### Floorplan with the power grid, run 1

Bar = 20 µm. Pins as bars on the die edge.
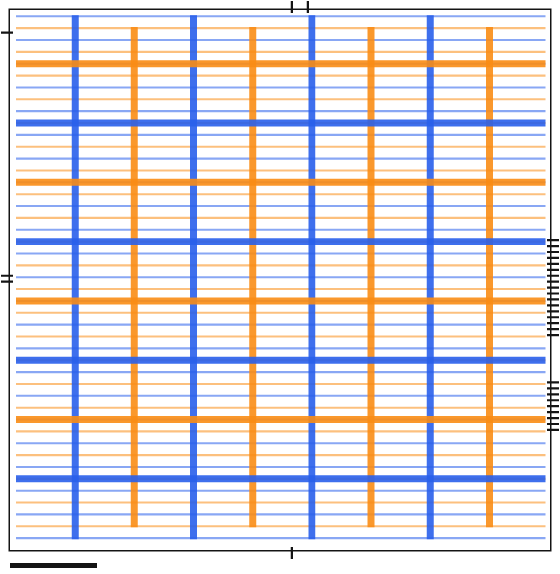
### Cells colored by class, run 1

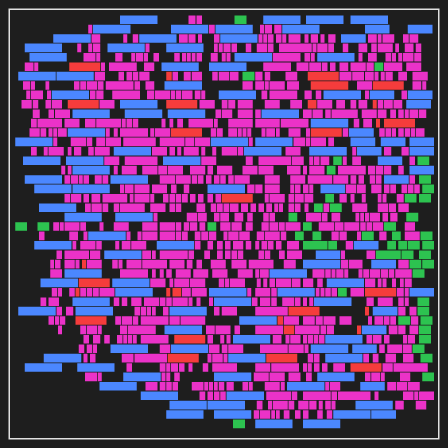
### Clock wires, drivers and flops, run 1

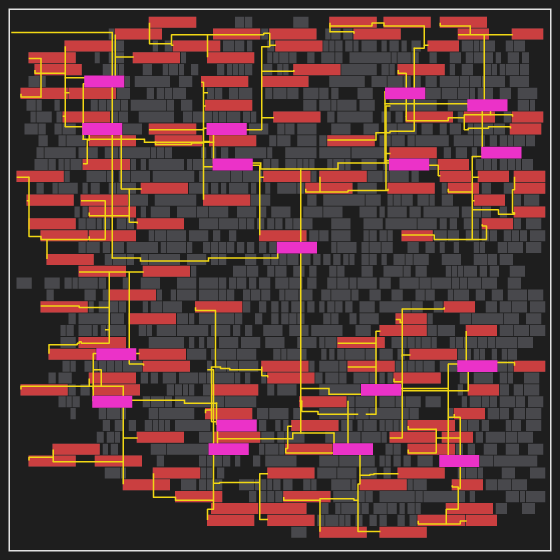
## config.mk

```make
export PLATFORM = sky130hd
export DESIGN_NAME = choose_ref_node
export DESIGN_NICKNAME = d
export VERILOG_FILES = /design/src/rtl/circuit_pkg.sv /design/src/rtl/degree_argmax.sv /design/src/rtl/choose_ref_node.sv
export SDC_FILE = /design/constraint.sdc
export NUM_CORES = 1
export LEC_CHECK = 0
export ABC_AREA = 0
export CAP_MARGIN = 0
export CORE_UTILIZATION = 63
export CTS_CLUSTER_DIAMETER = 100
export DETAILED_ROUTE_END_ITERATION = 8
export HOLD_SLACK_MARGIN = 0.12
export PLACE_DENSITY = 0.82
export SYNTH_ARGS = -nofsm -noshare
export SYNTH_HDL_FRONTEND = slang
export SYNTH_HIERARCHICAL = 1
export SYNTH_SLANG_ARGS = --single-unit
```

## constraint.sdc

```tcl
create_clock -name i_clk -period 4.38 [get_ports i_clk]
set_input_delay 0.657 -clock i_clk [delete_from_list [all_inputs] [get_ports i_clk]]
set_output_delay 0.657 -clock i_clk [all_outputs]
set_load 0.05 [all_outputs]
```

## src/rtl/circuit_pkg.sv

```systemverilog
// Shared constants for the nodal-analysis flow: table geometry, element type
// codes and the choose_ref_node state encoding.
package circuit_pkg;

    localparam int unsigned MAX_ELEMENTS = 16;
    localparam int unsigned MAX_NODES    = 16;
    localparam int unsigned ADDR_W       = 4;
    localparam int unsigned NODE_W       = 4;
    localparam int unsigned CNT_W        = 6;

    localparam logic [1:0] ELEM_R     = 2'd0;
    localparam logic [1:0] ELEM_VSRC  = 2'd1;
    localparam logic [1:0] ELEM_ISRC  = 2'd2;
    localparam logic [1:0] ELEM_EMPTY = 2'd3;

    typedef logic [2:0] state_t;

    localparam state_t ST_IDLE  = 3'd0;
    localparam state_t ST_CLEAR = 3'd1;
    localparam state_t ST_FETCH = 3'd2;
    localparam state_t ST_ACCUM = 3'd3;
    localparam state_t ST_SCAN  = 3'd4;
    localparam state_t ST_DONE  = 3'd5;

endpackage

```

## src/rtl/degree_argmax.sv

```systemverilog
// Per-node saturating degree counters plus a one-node-per-cycle argmax scan
// where the lowest index wins ties.
module degree_argmax
    import circuit_pkg::*;
(
    input  logic              i_clk,
    input  logic              i_rst,
    input  logic              i_clear,
    input  logic              i_inc,
    input  logic [NODE_W-1:0] i_node_a,
    input  logic [NODE_W-1:0] i_node_b,
    input  logic [NODE_W:0]   i_num_nodes,
    input  logic              i_scan_step,
    input  logic [NODE_W-1:0] i_scan_idx,
    output logic [NODE_W-1:0] o_best
);

    logic [CNT_W-1:0]  r_count     [MAX_NODES];
    logic [CNT_W-1:0]  w_count_d   [MAX_NODES];
    logic [CNT_W:0]    w_sum       [MAX_NODES];
    logic [2:0]        w_inc       [MAX_NODES];
    logic              w_a_ok;
    logic              w_b_ok;
    logic              w_loop;

    logic [NODE_W-1:0] r_best;
    logic [NODE_W-1:0] w_best_d;
    logic [CNT_W-1:0]  r_best_cnt;
    logic [CNT_W-1:0]  w_best_cnt_d;
    logic [CNT_W-1:0]  w_cur;

    assign w_a_ok = {1'b0, i_node_a} < i_num_nodes;
    assign w_b_ok = {1'b0, i_node_b} < i_num_nodes;
    assign w_loop = w_a_ok && (i_node_a == i_node_b);

    // A self-loop adds two extra on top of its two terminals.
    always_comb begin
        for (int n = 0; n < MAX_NODES; n++) begin
            w_inc[n] = 3'd0;
            if (w_a_ok && i_node_a == NODE_W'(n)) w_inc[n] = w_inc[n] + 3'd1;
            if (w_b_ok && i_node_b == NODE_W'(n)) w_inc[n] = w_inc[n] + 3'd1;
            if (w_loop && i_node_a == NODE_W'(n)) w_inc[n] = w_inc[n] + 3'd2;
            w_sum[n]     = {1'b0, r_count[n]} + {{(CNT_W-2){1'b0}}, w_inc[n]};
            w_count_d[n] = w_sum[n][CNT_W] ? {CNT_W{1'b1}} : w_sum[n][CNT_W-1:0];
        end
    end

    always_ff @(posedge i_clk) begin
        if (i_rst || i_clear) begin
            for (int n = 0; n < MAX_NODES; n++) r_count[n] <= '0;
        end else if (i_inc) begin
            for (int n = 0; n < MAX_NODES; n++) r_count[n] <= w_count_d[n];
        end
    end

    always_comb begin
        w_cur        = r_count[i_scan_idx];
        w_best_d     = r_best;
        w_best_cnt_d = r_best_cnt;
        if (i_scan_step) begin
            if (i_scan_idx == '0) begin
                w_best_d     = '0;
                w_best_cnt_d = w_cur;
            end else if (w_cur > r_best_cnt) begin
                w_best_d     = i_scan_idx;
                w_best_cnt_d = w_cur;
            end
        end
    end

    always_ff @(posedge i_clk) begin
        if (i_rst || i_clear) begin
            r_best     <= '0;
            r_best_cnt <= '0;
        end else begin
            r_best     <= w_best_d;
            r_best_cnt <= w_best_cnt_d;
        end
    end

    // Includes the current step so the caller can latch on the final node.
    assign o_best = w_best_d;

endmodule

```

## src/rtl/choose_ref_node.sv

```systemverilog
// Picks the highest-degree node as the circuit reference node.
// Optional CHOOSE_REF_VSRC_EN: prefer node_b of the first voltage source.
module choose_ref_node
    import circuit_pkg::*;
(
    input  logic              i_clk,
    input  logic              i_program_reset,
    input  logic              i_run_chooseRefNode,
    input  logic [ADDR_W:0]   i_num_elements,
    input  logic [NODE_W:0]   i_num_nodes,
    output logic [ADDR_W-1:0] o_elem_addr,
    input  logic [1:0]        i_elem_type,
    input  logic [NODE_W-1:0] i_elem_node_a,
    input  logic [NODE_W-1:0] i_elem_node_b,
    output logic [NODE_W-1:0] o_ref_node,
    output logic              o_chooseRefNode_done
);

    state_t            r_state;
    state_t            w_state_d;
    logic [ADDR_W-1:0] r_idx;
    logic [NODE_W-1:0] r_scan_n;
    logic [NODE_W-1:0] r_ref_node;
    logic [NODE_W-1:0] w_best;
    logic [NODE_W-1:0] w_ref_d;
    logic [NODE_W:0]   w_num_nodes_eff;
    logic              w_last_elem;
    logic              w_last_node;
    logic              w_clear;
    logic              w_inc;
    logic              w_scan_step;
    logic              w_latch;

    assign w_num_nodes_eff = (i_num_nodes == '0) ? (NODE_W+1)'(1) : i_num_nodes;
    assign w_last_elem = ({1'b0, r_idx} + (ADDR_W+1)'(1)) == i_num_elements;
    assign w_last_node = ({1'b0, r_scan_n} + (NODE_W+1)'(1)) == w_num_nodes_eff;

    always_ff @(posedge i_clk) begin
        if (i_program_reset) r_state <= ST_IDLE;
        else                 r_state <= w_state_d;
    end

    always_comb begin
        w_state_d = r_state;
        case (r_state)
            ST_IDLE:  if (i_run_chooseRefNode) w_state_d = ST_CLEAR;
            ST_CLEAR: w_state_d = (i_num_elements == '0) ? ST_SCAN : ST_FETCH;
            ST_FETCH: w_state_d = ST_ACCUM;
            ST_ACCUM: w_state_d = w_last_elem ? ST_SCAN : ST_FETCH;
            ST_SCAN:  if (w_last_node) w_state_d = ST_DONE;
            ST_DONE:  w_state_d = ST_DONE;
            default:  w_state_d = ST_IDLE;
        endcase
        // Dropping run aborts from any state and also ends DONE.
        if (!i_run_chooseRefNode) w_state_d = ST_IDLE;
    end

    always_comb begin
        w_clear              = (r_state == ST_IDLE) || (r_state == ST_CLEAR);
        w_inc                = (r_state == ST_ACCUM) && (i_elem_type != ELEM_EMPTY);
        w_scan_step          = (r_state == ST_SCAN);
        w_latch              = w_scan_step && w_last_node && i_run_chooseRefNode;
        o_elem_addr          = (r_state == ST_FETCH) ? r_idx : '0;
        o_chooseRefNode_done = (r_state == ST_DONE);
        o_ref_node           = r_ref_node;
    end

    always_ff @(posedge i_clk) begin
        if (i_program_reset) begin
            r_idx      <= '0;
            r_scan_n   <= '0;
            r_ref_node <= '0;
        end else begin
            if (w_clear) begin
                r_idx    <= '0;
                r_scan_n <= '0;
            end
            if (r_state == ST_ACCUM) r_idx <= r_idx + ADDR_W'(1);
            if (w_scan_step)         r_scan_n <= r_scan_n + NODE_W'(1);
            if (w_latch)             r_ref_node <= w_ref_d;
        end
    end

    degree_argmax u_degree_argmax (
        .i_clk       (i_clk),
        .i_rst       (i_program_reset),
        .i_clear     (w_clear),
        .i_inc       (w_inc),
        .i_node_a    (i_elem_node_a),
        .i_node_b    (i_elem_node_b),
        .i_num_nodes (w_num_nodes_eff),
        .i_scan_step (w_scan_step),
        .i_scan_idx  (r_scan_n),
        .o_best      (w_best)
    );

`ifdef CHOOSE_REF_VSRC_EN
    logic              r_vsrc_valid;
    logic [NODE_W-1:0] r_vsrc_node;

    always_ff @(posedge i_clk) begin
        if (i_program_reset || w_clear) begin
            r_vsrc_valid <= 1'b0;
            r_vsrc_node  <= '0;
        end else if (r_state == ST_ACCUM && i_elem_type == ELEM_VSRC && !r_vsrc_valid) begin
            r_vsrc_valid <= 1'b1;
            r_vsrc_node  <= i_elem_node_b;
        end
    end

    assign w_ref_d = (r_vsrc_valid && ({1'b0, r_vsrc_node} < w_num_nodes_eff)) ?
                     r_vsrc_node : w_best;
`else
    assign w_ref_d = w_best;
`endif

endmodule
```

==> metrics.cfg, run 1 <==
[final_timing]
drv_slew = 0
whs_ps = 472

[drt]
drc = 1
wl_per_cell_um = 18.9
drt_iter0_drc = 569

[place]
portBuffers = 31

[cts]
clkTransAtPathRegs_ps = 60
cts.sink_count = 121

[cells_and_area]
final_cells = 1164
seq_area_um2 = 3380
diodes = 0

[synth]
logic_family = AND-OR/OR-AND gates
area_leaders = edfxtp_1 (31%), ha_1 (13%), a21oi_1 (9.0%), dfxtp_1 (5.4%), mux4_2 (4.1%)
ys_cells = 938

[power]
seq_power_share_pct = 46.5

[grt]
overflow = 0
grt_pass1_wl_um = 34600
use_met3_pct = 6.23
grt_pass1_vias = 7083

[die]
io_pins = 32

[status]
violations = design-rule violations
status = complete, but fails checks

[flow_run]
drv_cap = 0

## Picture notes: 'Floorplan with the power grid'
legend:
  blue:
    net: VSS
  orange:
    net: VDD
rows: 44
signal pins: 32
met5 straps: 8
met4 straps: 8
met1 rails: 45

## Picture notes: 'Cells colored by class'
legend:
  green:
    class: remaining buffers and delay cells
    cells: 48
  red:
    class: clock drivers and dummy loads
    cells: 30
  blue:
    class: sequential cells
    cells: 121
  magenta:
    class: combinational and other logic
    cells: 781
Core ar.: 14500 µm²
flop share of the area: 32.5%
final instance area: 10400 µm²
post-layout util: 71.5%
Core Rows: 44

## Picture notes: 'Clock wires, drivers and flops'
legend:
  red:
    item: flip-flops
    count: 121
  magenta:
    item: clock drivers
    count: 17
  yellow:
    item: clock wires
    length: 1770 µm
routed clock nets: 18
Worst Skew: 6.49 ps
clock share of power: 45.6%
power in the clock group: 1.26 mW
Skew-Pair Late Insertion Delay: 420 ps

-- run 1: per-layer routing --
metal  vias up  share of wire [%]
li1       3509                  -
met1      3536                 42
met2       324                 47
met3        40                7.6
met4         0                2.9
met5         -                  0
-- run 1: registers in the layout, indices dropped and copies added (netlist names) --
signal and flops:
o_ref_node 4, r_idx 4, r_scan_n 4, r_state 3
u_degree_argmax/r_best 4, u_degree_argmax/r_best_cnt 6, u_degree_argmax/r_count 96
-- run 1: cell type report --
cell class                 count  share of cell area [%]
multi-input combinational    682                    52.3
clock inverter                12                   0.831
clock buffer                  18                    4.13
inverter                      99                    3.57
timing repair buffer          48                    4.45
sequential                   121                    32.5
tap                          184                    2.21
-- run 1: worst max-delay path: cells and delay by family --
family	cells	cell delay, ps
fa+ha+maj	3	1010
buf+inv	3	770
compound gates	6	1120
simple gates	5	790
-- run 1: kinds of logic (layout without fill, tap and decap cells) --
kind of cell             count (synthesis)  count (layout)
adder cells (fa/ha/maj)                110             110
AND-OR/OR-AND                          264             264
AND/OR/NAND/NOR                        217             217
XOR/XNOR                                46              46
buffers and inverters                  135             177
flip-flops                             121             121
multiplexers                            45              45
-- run 1: per-stage QoR --
stage	setup slack [ps]	total power [mW]	area (µm²)	TNS, ps
2_1_floorplan	935	1.44	9350	0
3_3_place_gp	40.4	1.51	9880	0
3_5_place_dp	-58.0	1.52	9880	-171
4_1_cts	354	2.78	10400	0
5_1_grt	49.2	2.85	10400	0
6_report	303	2.77	10400	0
-- run 1: cell usage after synthesis (10+ instances only) --
library cell,number
a21o_1,20
a21oi_1,168
clkbuf_1,25
dfxtp_1,25
edfxtp_1,96
fa_1,16
ha_1,94
inv_1,97
mux2i_1,19
mux4_2,17
nand2_1,34
nand2b_1,11
nand3_1,24
nand4_1,14
nor2_1,42
nor2b_1,13
nor3_1,27
o21ai_0,18
o31ai_1,10
xor2_1,39
-- run 1: final timing paths --
path / to / slack (ps) / cells after the start
min reg2reg: u_degree_argmax/r_best_cnt[3] / 470 / 2
min: u_degree_argmax/r_best_cnt[3] / 470 / 2
max reg2reg: o_ref_node[1] / 390 / 11
max: u_degree_argmax/r_count[2][1] / 300 / 17
-- run 1: power by group through the flow --
| stage | combinational [mW] | sequential [mW] | clock, mW |
|---|---|---|---|
| after floorplan | 0.137 | 1.30 | 0 |
| after global placement | 0.205 | 1.31 | 0 |
| after detailed placement | 0.210 | 1.31 | 0 |
| after CTS | 0.212 | 1.29 | 1.28 |
| after global routing | 0.238 | 1.29 | 1.33 |
| final | 0.216 | 1.29 | 1.26 |
==> run 1 -> run 2 <==
CORE_UTILIZATION = 25   (was 63)
PLACE_DENSITY = not set   (was 0.82)
SYNTH_HIERARCHICAL = not set   (was 1)
### Clock wires, drivers and flops, run 2

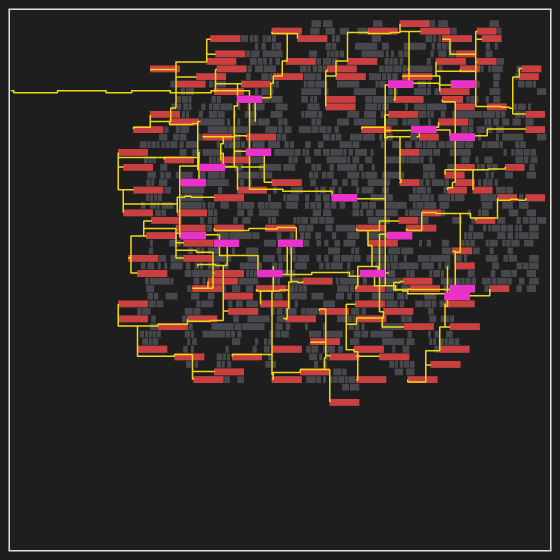
legend:
  magenta:
    item: clock drivers
    count: 17
  yellow:
    item: clock wires
    length: 2090 µm
  red:
    item: flip-flops
    count: 125
routed clock nets: 18

==> run 2 against run 1 <==
The flow now finishes without violations. Clock skew grew 8.2 ps. Clock power grew about 20%. Core utilization shrank 41 points. Final cell count grew 25%. Combinational power shrank 5%. Largest power group is now clock.
==> metrics.cfg, run 2 <==
[cts]
clkTransAtPathRegs_ps = 60

[worst_setup_path]
r2r-end = u_degree_argmax.r_best_cnt[3]
reg2regPathDepth = 11

[min_path]
whs_endpoint = o_ref_node[2]
hold_depth = 2

[drt]
drt_iter0_drc = 441
drc = 0

[cells_and_area]
diodes = 0
reg_top3 = u_degree_argmax.r_count: 96 flops, u_degree_argmax.r_best_cnt: 6 flops
top_register = u_degree_argmax.r_count
largest_register_ffs = 96

[place]
post-place-ws_ps = -52.2

[status]
status = finished, final reports clean

[die]
coreArea_um2 = 35900

[final_timing]
drv_slew = 0

[synth]
top_cells_by_count = a21oi_1 (105), inv_1 (100), edfxtp_1 (96)
yosysMostFrequentCell = a21oi_1

[grt]
overflow = 0
grt_pass1_vias = 7090

[flow_run]
drv_cap = 0

### Wiring by layer, run 2

Bar = 50 µm.
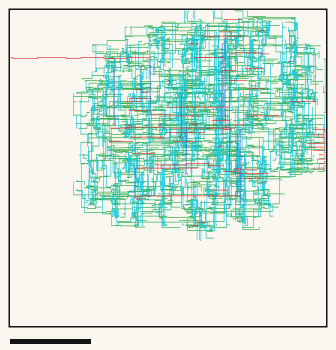
legend:
  green:
    layer: metal 1
    wire_length: 10700 µm
  cyan:
    layer: metal 2
    wire_length: 10400 µm
  blue:
    layer: metal 4
    wire_length: 430 µm
  red:
    layer: metal 3
    wire_length: 904 µm
gr usage total: 12.3%
routed len/inst: 15.4 µm
vias: 7088
drt total wl: 22500 µm

-- run 2: report_power, final --
part / total [mW] / internal [mW] / switching [mW] / leakage (nW)
Clock: 1.45 / 0.860 / 0.594 / 0.301
Sequential: 1.31 / 1.28 / 0.0229 / 1.40
Combinational: 0.206 / 0.0940 / 0.112 / 2.74
-- run 2: metrics by stage --
step	instance area (µm²)	cells	hold slack [ps]
3_3_place_gp	10500	1428	446
5_1_grt	11100	1460	489
4_1_cts	11100	1460	462
2_1_floorplan	9210	916	454
3_5_place_dp	10500	1428	448
6_report	11100	1460	457
-- run 2: worst max-delay path, stage by stage (launching register included) --
cell and delay (ps):
dfxtp_2 540, buf_4 260, mux4_2 540, mux4_2 520, ha_1 350, and4_1 220
o21ai_0 90, a31oi_2 240, o21ai_0 680, buf_4 300, mux2i_1 210, nor2_1 50
-- run 2: per-layer routing --
metal | GRT usage [%] | share of wire (%) | vias to the layer above
li1 | - | - | 3481
met1 | 16.3 | 48 | 3434
met2 | 20.2 | 46 | 147
met4 | 3.62 | 1.9 | 0
met5 | 0 | 0 | -
met3 | 2.61 | 4.0 | 26
-- run 2: layout make-up --
class	instances	area (µm²)
Clock buffer	19	475
Clock inverter	13	125
Fill cell	3643	24900
Inverter	100	375
Multi-Input combinational cell	654	5250
Sequential cell	125	3460
Tap cell	461	577
Timing Repair Buffer	88	788
-- run 2: how the worst max path moves through the flow --
stage / from / end / slack [ps] / cells past startpoint
after global placement: i_num_nodes[1] / u_degree_argmax.r_count[7][3] / -20 / 16
after CTS: register / u_degree_argmax.r_best_cnt[3] / 250 / 11
after global routing: register / u_degree_argmax.r_best_cnt[2] / 6 / 11
final: register / u_degree_argmax.r_best_cnt[3] / 240 / 11
after floorplan: i_num_nodes[1] / u_degree_argmax.r_count[2][4] / 770 / 16
after detailed placement: i_num_nodes[1] / u_degree_argmax.r_count[7][5] / -50 / 17
-- run 2: logic make-up after synthesis --
group / count (synthesis) / synth area share [%]
AND-OR/OR-AND: 190 / 12.4
XOR/XNOR: 44 / 4.19
adder cells (fa/ha/maj): 111 / 16.4
buffers and inverters: 137 / 5.71
flip-flops: 125 / 37.6
multiplexers: 39 / 8.36
AND/OR/NAND/NOR: 270 / 15.3
==> run 2 -> run 3 <==
==> constraint.sdc (replaced) <==
create_clock -name i_clk -period 4.38 [get_ports i_clk]
set_input_delay 0.876 -clock i_clk [delete_from_list [all_inputs] [get_ports i_clk]]
set_output_delay 0.876 -clock i_clk [all_outputs]
set_load 0.05 [all_outputs]
### Clock wires, drivers and flops, run 3

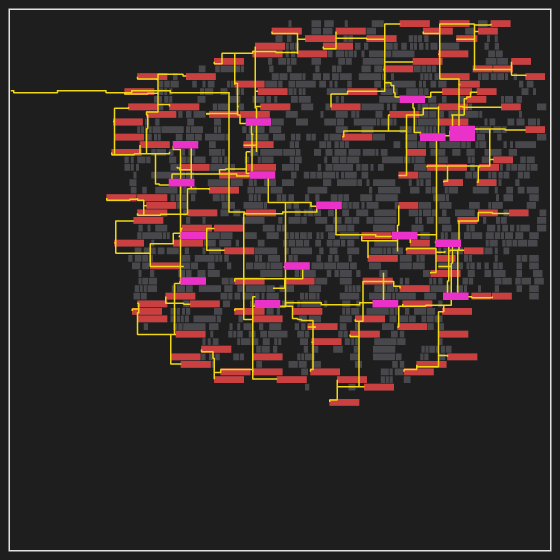
legend:
  red:
    item: flip-flops
    count: 125
  magenta:
    item: clock drivers
    count: 17
  yellow:
    item: clock wires
    length: 2090 µm
routed clock nets: 18
Worst Skew: 13.9 ps
clock share of power: 48.9%
Skew-Pair Late Insertion Delay: 430 ps
power in the clock group: 1.45 mW

==> run 3 against run 2 <==
Sequential share of layout area down 0.56 points. Flip-flop count stayed put. Critical path depth grew 6. Clock-buffer cell count did not move. Critical path type is now in -> reg.
==> metrics.cfg, run 3 <==
[grt]
overflow = 0
track_usage_pct = 12.2
grt_pass1_wl_um = 36500
grt_pass1_vias = 7055

[die]
coreArea_um2 = 35900
fp-row-count = 69
io_pins = 32

[final_timing]
whs_ps = 460
setup_ws_ps = 255
finalSetupTns_ps = 0
drv_slew = 0

[power]
power.total_mw = 2.98
seq_power_share_pct = 43.9
switching_share_pct = 24.7
p_sw_uw = 735

[flow_run]
drv_cap = 0

[drt]
drc = 0
wl_um = 22400

[place]
dp_cells = 1438
place_area_um2 = 10500

[synth]
area_leaders = edfxtp_1 (31%), ha_1 (13%), mux4_2 (7.3%), dfxtp_1 (6.3%), a21oi_1 (5.7%)
ys_cells = 916
yosysMostFrequentCell = a21oi_1
top_cells_by_count = a21oi_1 (105), inv_1 (100), edfxtp_1 (96)

[cells_and_area]
fin_util_pct = 31.3
largest_register_ffs = 96
nFillCells = 3643
post-route-cell-area_um2 = 11300
final_cells = 1474
reg_top3 = u_degree_argmax.r_count: 96 flops, u_degree_argmax.r_best_cnt: 6 flops

[status]
status = finished, final reports clean

[cts]
clkTransAtPathRegs_ps = 60

### Floorplan with the power grid, run 3

Bar = 50 µm. Pins as bars on the die edge.
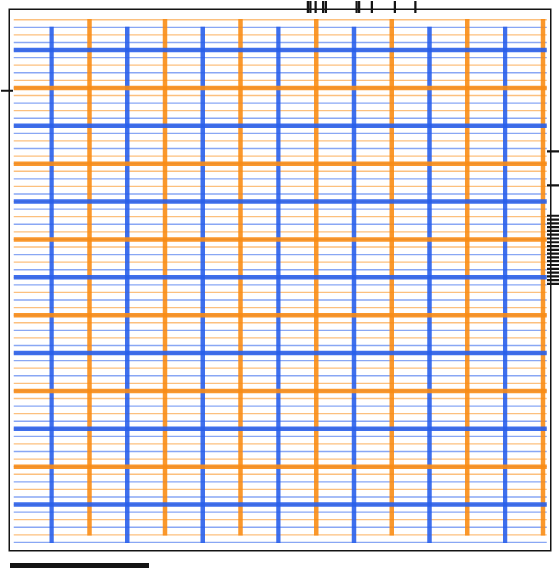
legend:
  orange:
    net: VDD
  blue:
    net: VSS
rows: 69
met4 straps: 14
signal pins: 32

## run 3: cell count changes in the layout (fill, tap and decap cells not counted), sizes merged
cell	before	now
dlymetal6s2s	0	2
buf	57	71
clkdlybuf4s50	31	29
## run 3: critical path: stages
cell and delay, ps:
clkdlybuf4s50_1 540, nor4_4 350, nor2_2 70, o21a_1 170
o21ai_0 130, buf_4 140, a211oi_4 80, buf_4 160
buf_12 130, nor4_4 210, ha_2 200, ha_1 250
ha_1 290, a21o_1 180, a21oi_1 240, xor2_1 180
a21oi_1 80
## run 3: per-layer routing
layer,routed length (µm),vias to the layer above,share of wire (%),global-route usage (%)
li1,-,3507,-,-
met1,10500,3452,47,16.0
met2,10300,128,46,19.6
met5,0,-,0,0
met4,567,0,2.5,4.85
met3,929,34,4.1,2.63
## run 3: repair_timing
action | CTS | global route
buffers inserted | 0 | 4
endpoints found under the hold margin | 0 | 0
hold buffers | 0 | 0
gates resized | 0 | 19
endpoints found under the setup margin | 0 | 46
## run 3: final cells by class
class	count	area, µm²	share of cell area, %
multi-input cells	654	5330	47.3
well taps	461	577	5.12
clock buffers	19	475	4.22
clock inverters	13	125	1.11
repair buffers	102	911	8.09
inverters	100	375	3.33
flip-flops and latches	125	3460	30.8
## run 3: worst paths after layout
path,from,endpoint,depth (start not counted)
hold / removal,o_ref_node[0],o_ref_node[0],2
setup reg to reg,register,u_degree_argmax.r_best_cnt[3],11
hold reg to reg,o_ref_node[0],o_ref_node[0],2
setup / recovery,i_num_nodes[4],u_degree_argmax.r_count[4][3],17
## run 3: power groups by stage
stage               Combinational [mW]  Clock, mW  Sequential [mW]
CTS                              0.211       1.48             1.30
finish                           0.217       1.45             1.31
global route                     0.239       1.53             1.31
global placement                 0.206          0             1.33
floorplan                        0.115          0             1.32
detailed placement               0.208          0             1.33
## run 3: cells by family (layout without fill, tap and decap cells)
kind of cell | Yosys count | in the layout | share of synthesized area, %
xor gates and xnor gates | 44 | 44 | 4.19
adders and majority gates | 111 | 111 | 16.4
DFF | 125 | 125 | 37.6
buffers and inverters | 137 | 234 | 5.71
and+or+nand+nor | 270 | 270 | 15.3
muxes | 39 | 39 | 8.36
AOI/OAI and AO/OA | 190 | 190 | 12.4
Power is estimated from default activity; no workload was simulated.
